Run 1, ports around the boundary:
Scale: 4 px per um. Pins as bars across the die edge, other pins in gray.
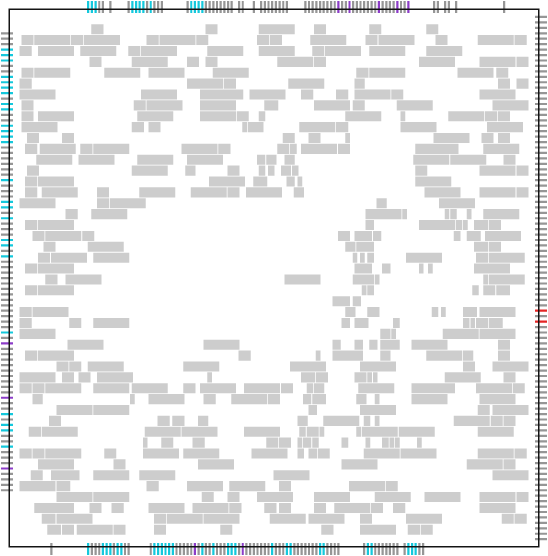
Run 1, routed metal, one color a layer:
Scale: 4 px per um. Two of the layers only.
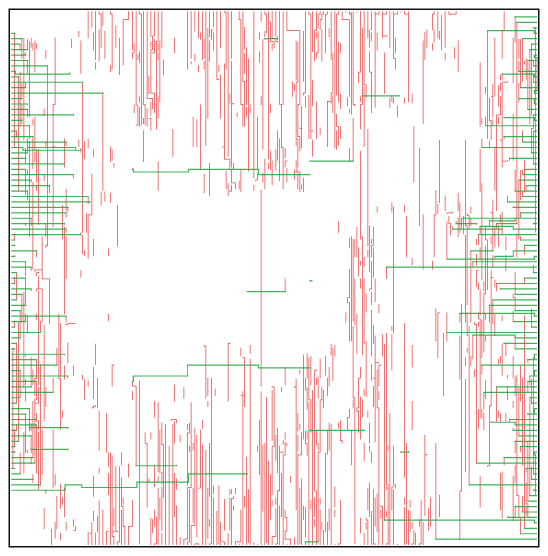
Run 1, cell outlines without signal wires:
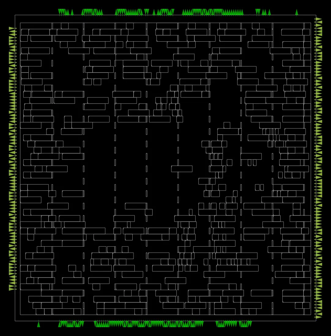
===== src/rtl/decode_multi.sv =====
// Multi-slot RV32I decode stage: takes the longest in-order prefix of fetched
// instructions that the free list can rename, and holds it as one registered group.
module decode_multi #(
  parameter int unsigned WIDTH     = 2,
  parameter int unsigned PRF_IDX_W = 6,
  parameter int unsigned CNT_W     = $clog2(WIDTH + 1)
) (
  input  logic                         clk,
  input  logic                         rst,
  input  logic                         flush,
  input  logic [CNT_W-1:0]             ft_avail,
  input  logic [WIDTH*32-1:0]          ft_iq_rdata,
  input  logic [WIDTH*32-1:0]          ft_pcq_rdata,
  input  logic [WIDTH-1:0]             ft_bpq_rdata,
  output logic [CNT_W-1:0]             id_ft_deq_cnt,
  input  logic [CNT_W-1:0]             free_cnt,
  input  logic [WIDTH*PRF_IDX_W-1:0]   free_prd,
  output logic [CNT_W-1:0]             id_free_deq_cnt,
  input  logic                         disp_ready,
  output logic [WIDTH-1:0]             id_valid,
  output logic [WIDTH*32-1:0]          id_inst,
  output logic [WIDTH*32-1:0]          id_pc,
  output logic [WIDTH*5-1:0]           id_rs1,
  output logic [WIDTH*5-1:0]           id_rs2,
  output logic [WIDTH*5-1:0]           id_rd,
  output logic [WIDTH-1:0]             id_rd_we,
  output logic [WIDTH-1:0]             id_use_rs2,
  output logic [WIDTH-1:0]             id_is_load,
  output logic [WIDTH-1:0]             id_is_store,
  output logic [WIDTH-1:0]             id_br_pred,
  output logic [WIDTH-1:0]             id_illegal,
  output logic [WIDTH*PRF_IDX_W-1:0]   id_prd
);

  localparam int unsigned XLEN  = 32;
  localparam int unsigned REG_W = 5;

  localparam logic [6:0] OPC_LUI    = 7'b0110111;
  localparam logic [6:0] OPC_AUIPC  = 7'b0010111;
  localparam logic [6:0] OPC_JAL    = 7'b1101111;
  localparam logic [6:0] OPC_JALR   = 7'b1100111;
  localparam logic [6:0] OPC_BRANCH = 7'b1100011;
  localparam logic [6:0] OPC_LOAD   = 7'b0000011;
  localparam logic [6:0] OPC_STORE  = 7'b0100011;
  localparam logic [6:0] OPC_OPIMM  = 7'b0010011;
  localparam logic [6:0] OPC_OP     = 7'b0110011;
  localparam logic [6:0] OPC_FENCE  = 7'b0001111;
  localparam logic [6:0] OPC_SYSTEM = 7'b1110011;

  typedef struct packed {
    logic                 valid;
    logic [XLEN-1:0]      inst;
    logic [XLEN-1:0]      pc;
    logic [REG_W-1:0]     rs1;
    logic [REG_W-1:0]     rs2;
    logic [REG_W-1:0]     rd;
    logic                 rd_we;
    logic                 use_rs2;
    logic                 is_load;
    logic                 is_store;
    logic                 br_pred;
    logic                 illegal;
    logic [PRF_IDX_W-1:0] prd;
  } slot_t;

  slot_t       slot_q [WIDTH];
  slot_t       slot_d [WIDTH];
  slot_t       cand_c [WIDTH];
  int unsigned avail_c;
  int unsigned free_c;
  int unsigned take_k;
  int unsigned take_nwr;
  logic        stop_c;
  logic        grp_valid_c;
  logic        open_c;
  logic        take_c;

  // Pure field/flag decode of one instruction word; valid and prd are filled later.
  function automatic slot_t decode_slot(input logic [XLEN-1:0] inst,
                                        input logic [XLEN-1:0] pc,
                                        input logic            bp);
    slot_t s;
    logic  rd_nz;
    s         = '0;
    s.inst    = inst;
    s.pc      = pc;
    s.rs1     = inst[19:15];
    s.rs2     = inst[24:20];
    s.rd      = inst[11:7];
    s.br_pred = bp;
    rd_nz     = (inst[11:7] != '0);
    case (inst[6:0])
      OPC_LUI, OPC_AUIPC, OPC_JAL, OPC_JALR, OPC_OPIMM: s.rd_we = rd_nz;
      OPC_LOAD: begin
        s.rd_we   = rd_nz;
        s.is_load = 1'b1;
      end
      OPC_OP: begin
        s.rd_we   = rd_nz;
        s.use_rs2 = 1'b1;
      end
      OPC_BRANCH: s.use_rs2 = 1'b1;
      OPC_STORE: begin
        s.use_rs2  = 1'b1;
        s.is_store = 1'b1;
      end
      OPC_FENCE, OPC_SYSTEM: s.rd_we = 1'b0;
      default: s.illegal = 1'b1;
    endcase
    return s;
  endfunction

  always_comb begin
    for (int unsigned i = 0; i < WIDTH; i++) begin
      cand_c[i] = decode_slot(ft_iq_rdata[i*XLEN +: XLEN],
                              ft_pcq_rdata[i*XLEN +: XLEN],
                              ft_bpq_rdata[i]);
    end
  end

  // Longest prefix whose rd-writers fit in the free list; writers take free_prd in order.
  always_comb begin
    avail_c  = (32'(ft_avail) > WIDTH) ? WIDTH : 32'(ft_avail);
    free_c   = (32'(free_cnt) > WIDTH) ? WIDTH : 32'(free_cnt);
    take_k   = 0;
    take_nwr = 0;
    stop_c   = 1'b0;
    for (int unsigned i = 0; i < WIDTH; i++) begin
      slot_d[i] = '0;
      if (!stop_c && (i < avail_c) &&
          ((take_nwr + 32'(cand_c[i].rd_we)) <= free_c)) begin
        slot_d[i]       = cand_c[i];
        slot_d[i].valid = 1'b1;
        if (cand_c[i].rd_we) begin
          slot_d[i].prd = free_prd[take_nwr*PRF_IDX_W +: PRF_IDX_W];
          take_nwr      = take_nwr + 1;
        end
        take_k = i + 1;
      end else begin
        stop_c = 1'b1;
      end
    end
  end

  always_comb begin
    grp_valid_c = 1'b0;
    for (int unsigned i = 0; i < WIDTH; i++) begin
      grp_valid_c = grp_valid_c | slot_q[i].valid;
    end
    open_c = ~grp_valid_c | disp_ready;
    take_c = rst & ~flush & open_c;
  end

  assign id_ft_deq_cnt   = take_c ? CNT_W'(take_k)   : '0;
  assign id_free_deq_cnt = take_c ? CNT_W'(take_nwr) : '0;

  // Output group register: flush empties it, an open slot reloads it.
  always_ff @(posedge clk or negedge rst) begin
    if (!rst) begin
      for (int unsigned i = 0; i < WIDTH; i++) slot_q[i] <= '0;
    end else if (flush) begin
      for (int unsigned i = 0; i < WIDTH; i++) slot_q[i] <= '0;
    end else if (take_c) begin
      for (int unsigned i = 0; i < WIDTH; i++) slot_q[i] <= slot_d[i];
    end
  end

  for (genvar g = 0; g < WIDTH; g++) begin : g_out
    assign id_valid[g]                         = slot_q[g].valid;
    assign id_inst[g*XLEN +: XLEN]             = slot_q[g].inst;
    assign id_pc[g*XLEN +: XLEN]               = slot_q[g].pc;
    assign id_rs1[g*REG_W +: REG_W]            = slot_q[g].rs1;
    assign id_rs2[g*REG_W +: REG_W]            = slot_q[g].rs2;
    assign id_rd[g*REG_W +: REG_W]             = slot_q[g].rd;
    assign id_rd_we[g]                         = slot_q[g].rd_we;
    assign id_use_rs2[g]                       = slot_q[g].use_rs2;
    assign id_is_load[g]                       = slot_q[g].is_load;
    assign id_is_store[g]                      = slot_q[g].is_store;
    assign id_br_pred[g]                       = slot_q[g].br_pred;
    assign id_illegal[g]                       = slot_q[g].illegal;
    assign id_prd[g*PRF_IDX_W +: PRF_IDX_W]    = slot_q[g].prd;
  end

endmodule


===== config.mk =====
export PLATFORM = sky130hd
export DESIGN_NAME = decode_multi
export DESIGN_NICKNAME = d
export VERILOG_FILES = /design/src/rtl/decode_multi.sv
export SDC_FILE = /design/constraint.sdc
export NUM_CORES = 1
export LEC_CHECK = 0
export ABC_CLOCK_PERIOD_IN_PS = 7350
export CELL_PAD_IN_SITES_DETAIL_PLACEMENT = 0
export CELL_PAD_IN_SITES_GLOBAL_PLACEMENT = 1
export CORE_AREA = 2 2 130 132
export CTS_BUF_LIST = sky130_fd_sc_hd__clkbuf_16
export DETAILED_ROUTE_END_ITERATION = 6
export DIE_AREA = 0 0 132 134
export DONT_BUFFER_PORTS = 1
export GPL_TIMING_DRIVEN = 1
export PLACE_DENSITY_LB_ADDON = 0.1
export SYNTH_ARGS = -nofsm -noshare
export SYNTH_HDL_FRONTEND = slang
export SYNTH_SLANG_ARGS = --single-unit

===== constraint.sdc =====
create_clock -name clk -period 7.35 [get_ports clk]
set_input_delay 0.735 -clock clk [delete_from_list [all_inputs] [get_ports clk]]
set_output_delay 0.735 -clock clk [all_outputs]
set_load 0.02 [all_outputs]

==> qor.yml, run 1 <==
core_mm2: 0.0163
dieArea_mm2: 0.0177
drive_gt1_share_pct: 9.07
synthDistinctLibCells: 37
fin_area_mm2: 0.00668
antenna_found_initial: 0
critPathArrivalTime_ns: 4.58
status: "finished clean"
ys_cells: 455
vias_per_cell: 5.73
syn_inst: 455
route.met2.wl_um: 7760
final_cell_mix: "dfrtp_1, a22o_1, nand2_1"
max_clock_freq_mhz: 188
antenna_left: 0
cts_tree: "done"
yosysSeqAreaShare_pct: 63.5
period_used_pct: 72.3
min_period_ns: 5.32
cap_violations: 0
cts_setup_buffers: 0
num_antenna_cells: 0
area_growth_pct: 9.98
About 'ports around the boundary':
legend:
  purple:
    port: id_rd
    pins: 10
    direction: output
    edge: 5 top, 3 left, 2 bottom
  cyan:
    port: ft_pcq_rdata
    pins: 64
    direction: input
    edge: 27 bottom, 25 left, 12 top
  red:
    port: ft_avail
    pins: 2
    direction: input
    edge: right
die height: 134 um
I/O Buffers: 0
Die Wd: 132 um

About 'routed metal, one color a layer':
legend:
  red:
    layer: M2
    wire_length: 7760 um
  green:
    layer: M3
    wire_length: 1470 um
vias after detailed routing: 3726
Global Route Usage Sum: 18.0%
Routed WL: 15900 um
Avg WL per Cell: 24.4 um

About 'cell outlines without signal wires':
flip-flops: 154
Util after Layout: 41.0%

run 1: report_power, final:
group | switching (W) | internal (W) | total, W
clock network | 0.000337 | 0.000528 | 0.000865
registers | 0.0000873 | 0.000883 | 0.000970
logic | 0.0000669 | 0.0000429 | 0.000110
run 1: kinds of logic after synthesis:
family,Yosys count,synth area share (%)
compound gates,168,23.1
buf+inv,69,6.45
simple gates,54,5.11
fa+ha+maj,4,0.825
flops,154,63.5
mux,6,0.990
run 1: final cells by class:
class | count | area (um^2)
Inverter | 4 | 15.0
Tap cell | 220 | 275
Timing Repair Buffer | 9 | 108
Multi-Input combinational cell | 232 | 1840
Clock inverter | 14 | 155
Sequential cell | 154 | 3850
Fill cell | 1506 | 9610
Clock buffer | 17 | 425
run 1: worst min-delay path by stage:
| stage | slack [ns] | cells after the start | endpoint | start |
|---|---|---|---|---|
| detailed placement | 0.44 | 0 | id_pc[21] | rst |
| global route | 0.13 | 1 | id_pc[16] | rst |
| finish | 0.15 | 1 | id_pc[16] | rst |
| floorplan | 0.44 | 0 | id_br_pred[0] | rst |
| CTS | 0.14 | 1 | id_pc[16] | rst |
| global placement | 0.44 | 0 | id_pc[20] | rst |
run 1: routing by layer:
| metal | vias up | track usage [%] |
|---|---|---|
| met5 | - | 0 |
| met4 | 0 | 4.89 |
| met3 | 7 | 7.75 |
| met2 | 222 | 28.8 |
| met1 | 1895 | 22.6 |
| li1 | 1602 | - |
run 1: through the flow:
step | setup WS [ns] | total power, W
4_1_cts | 2.02 | 0.00197
2_1_floorplan | 2.39 | 0.00106
3_3_place_gp | 2.13 | 0.00107
5_1_grt | 1.64 | 0.00203
3_5_place_dp | 2.03 | 0.00108
6_report | 2.03 | 0.00195
run 1: cell usage after synthesis:
master	count	area (um^2)
a21o_1	3	22.5
a21oi_1	7	35.0
a21oi_2	1	8.76
a22o_1	137	1200
a32o_1	3	30.0
and2_1	2	12.5
and4b_1	1	10.0
buf_1	4	15.0
buf_2	16	80.1
buf_4	30	225
clkbuf_1	15	56.3
dfrtp_1	154	3850
ha_1	4	50.1
inv_1	4	15.0
mux2i_1	6	60.1
nand2_1	21	78.8
nand2b_1	2	12.5
nand3_1	2	10.0
nand4b_1	1	8.76
nand4bb_1	1	11.3
nor2_1	3	11.3
nor2_2	1	6.26
nor2b_1	4	25.0
nor3_1	2	10.0
nor3b_1	3	22.5
nor4_1	1	6.26
nor4_4	1	21.3
nor4b_1	1	8.76
o21ai_1	10	50.1
o21ai_2	1	8.76
o21bai_1	2	15.0
o22a_1	2	17.5
o31ai_1	1	7.51
o32ai_1	1	8.76
or3_1	5	31.3
or3b_1	1	8.76
or4_1	2	15.0
run 1: flip-flops by register name (all words and copies together), names as in the netlist:
name,cells
id_inst,64
id_pc,64
id_prd,12
id_br_pred,2
id_illegal,2
id_is_load,2
id_is_store,2
id_rd_we,2
id_use_rs2,2
id_valid,2
run 1: worst max-delay path: stages:
cell and delay [ns]:
or4_1 0.58, nor2_1 0.31, or3_1 0.21, ha_1 0.24
or3_1 0.42, o21ai_2 0.13, nor4_4 0.12, ha_1 0.24
ha_1 0.28, nor2b_1 0.14, o21ai_1 0.14, nor4b_2 0.32
buf_4 0.69
==> run 2: changes to the inputs <==
- ABC_CLOCK_PERIOD_IN_PS: 7350 -> 4650
- CORE_AREA: 2 2 130 132 -> 2 2 131 133
- DIE_AREA: 0 0 132 134 -> 0 0 133 135
- clock period: 7.35 -> 4.65 ns (I/O delays scaled with it)
==> run 2 against run 1 <==
Net effect: first-iteration DRC count unchanged; global-route usage decreased by 0.44 points; critical path depth unchanged; die area increased by 1.5%; non-clock buffer count decreased by 2.
==> qor.yml, run 2 <==
setup_ws_ns: 0.300
yosys_area_mm2: 0.00607
status: "finished clean"
area_growth_pct: 10.3
cp_top_family: "simple AND/OR/NAND/NOR gates"
num_antenna_cells: 0
p_seq_share_pct: 48.5
vias_per_cell: 5.76
endpoint_kind: "output pin"
top_area_cell: "dfrtp_1"
drt-total-wl_um: 16000
cellLeakagePower_nw: 3.16
cts_tree: "done"
synthFlopType: "dfrtp_1"
internal_power_w: 0.00236
drive_gt1_share_pct: 10.5
crit_buf_inv: 0
fillers: 1528
cap_violations: 0
port_buffers: 0
switching_share_pct: 25.3
area_leaders: "dfrtp_1, a22o_1, buf_4, buf_2, nand2_1"
cp_cell_sequence: "or4_1, nor2_1, or3_1, ha_1, or3_1, o21ai_2, nor4_4, ha_1, ha_1, nor2b_1, o21ai_1, nor4b_2, and2_1"
r2r_slack_ns: 1.95
top_area_share_pct: 63.5
edf_count: 0
synthDistinctLibCells: 37
path_class: "input pin to output pin"
critPathMaxStageDelay_ns: 0.56
common_cells: "dfrtp_1, a22o_1, buf_4, nand2_1, buf_2"
cpMostUsedCell: "ha_1"
syn_inst: 455
fp.dieH_um: 135
ys_cells: 455
cp-start-kind: "input pin"
critPathArrivalTime_ns: 3.88
yosysSeqAreaShare_pct: 63.5
antenna_found_initial: 0
most_common_cell: "dfrtp_1"
ys_async_sr_fraction_pct: 100
core_mm2: 0.0164
die_w_um: 133
min_period_ns: 4.35
cp_slowest_cell: "or4_1"
final_cell_mix: "dfrtp_1, a22o_1, nand2_1"
p_sw_w: 0.000802
pre_cts_ws_ns: 0.0620
run 2: cell counts after synthesis:
Identical to the previous run, type by type.
run 2: cells by family (layout without fill, tap and decap cells):
family                   count (synthesis)  count (layout)  synth area share [%]
AND-OR/OR-AND                          168             168                  23.1
buffers and inverters                   69              43                  6.45
multiplexers                             6               6                 0.990
adder cells (fa/ha/maj)                  4               4                 0.825
AND/OR/NAND/NOR                         54              54                  5.11
flip-flops                             154             154                  63.5
run 2: layer usage:
metal / vias up / routed length [um] / GRT usage, %
li1: 1598 / - / -
met1: 1884 / 6160 / 20.8
met2: 240 / 7900 / 28.6
met3: 15 / 1660 / 7.58
met4: 0 / 262 / 6.75
met5: - / 0 / 0
run 2: cell type report:
type	count	area (um^2)	share of cell area [%]
sequential	154	3850	57.5
timing repair buffer	7	85.1	1.27
clock buffer	17	425	6.35
clock inverter	15	198	2.95
multi-input combinational	232	1840	27.5
inverter	4	15.0	0.224
tap	220	275	4.11
run 2: power groups by stage:
stage | Combinational, W | Sequential, W | Clock (W)
6_report | 0.000170 | 0.00154 | 0.00146
4_1_cts | 0.000174 | 0.00154 | 0.00150
3_3_place_gp | 0.000139 | 0.00156 | 0
5_1_grt | 0.000191 | 0.00154 | 0.00156
3_5_place_dp | 0.000146 | 0.00156 | 0
2_1_floorplan | 0.000156 | 0.00152 | 0
run 2: worst max-delay path by stage:
stage	slack [ns]	startpoint	to	cells past startpoint
after floorplan	0.23	ft_iq_rdata[6]	id_free_deq_cnt[0]	15
after global placement	0.25	ft_iq_rdata[7]	id_use_rs2[1]	14
after detailed placement	0.06	ft_iq_rdata[7]	id_pc[42]	14
after CTS	0.13	ft_iq_rdata[7]	id_free_deq_cnt[0]	13
after global routing	0.01	ft_iq_rdata[7]	id_free_deq_cnt[1]	13
final	0.30	ft_iq_rdata[7]	id_free_deq_cnt[1]	13
run 2: per-stage QoR:
step / total power (W) / instance area (um^2) / std cells / utilization, % / hold WS (ns)
floorplan: 0.00168 / 6070 / 455 / - / 0.169
CTS: 0.00321 / 6690 / 648 / 40.8 / 0.0935
global route: 0.00329 / 6700 / 649 / 40.8 / 0.105
detailed placement: 0.00170 / 6040 / 615 / 36.8 / 0.173
global placement: 0.00170 / 6040 / 615 / 36.8 / 0.173
finish: 0.00316 / 6700 / 649 / 40.8 / 0.0501
run 2: repair_timing:
item                       CTS  global route
hold endpoints to repair   154             0
gates resized                0             1
hold buffers                 1             0
setup endpoints to repair    0             3
setup buffers                0             1
Run 2, routed metal, one color a layer:
Scale: 4 px per um. Two of the layers only.
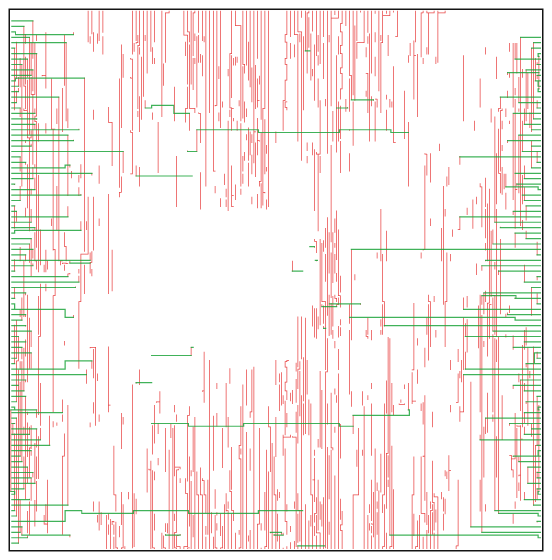
legend:
  red:
    layer: M2
    wire_length: 7900 um
  green:
    layer: M3
    wire_length: 1660 um
Global Route Usage Sum: 17.6%
vias after detailed routing: 3737
Avg WL per Cell: 24.6 um

Run 2, nets reached from selected ports:
Scale: 2 px per um.
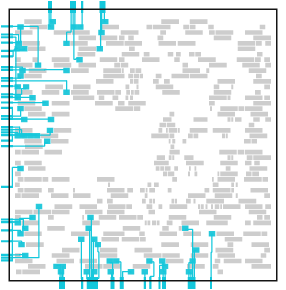
legend:
  cyan:
    port: ft_pcq_rdata
    bits: 64
    direction: input
    end_cells: 64
    buffers: 0
    wire: 885 um
# IOs: 338

No activity file was given, so power comes from the tool's default toggle rates.
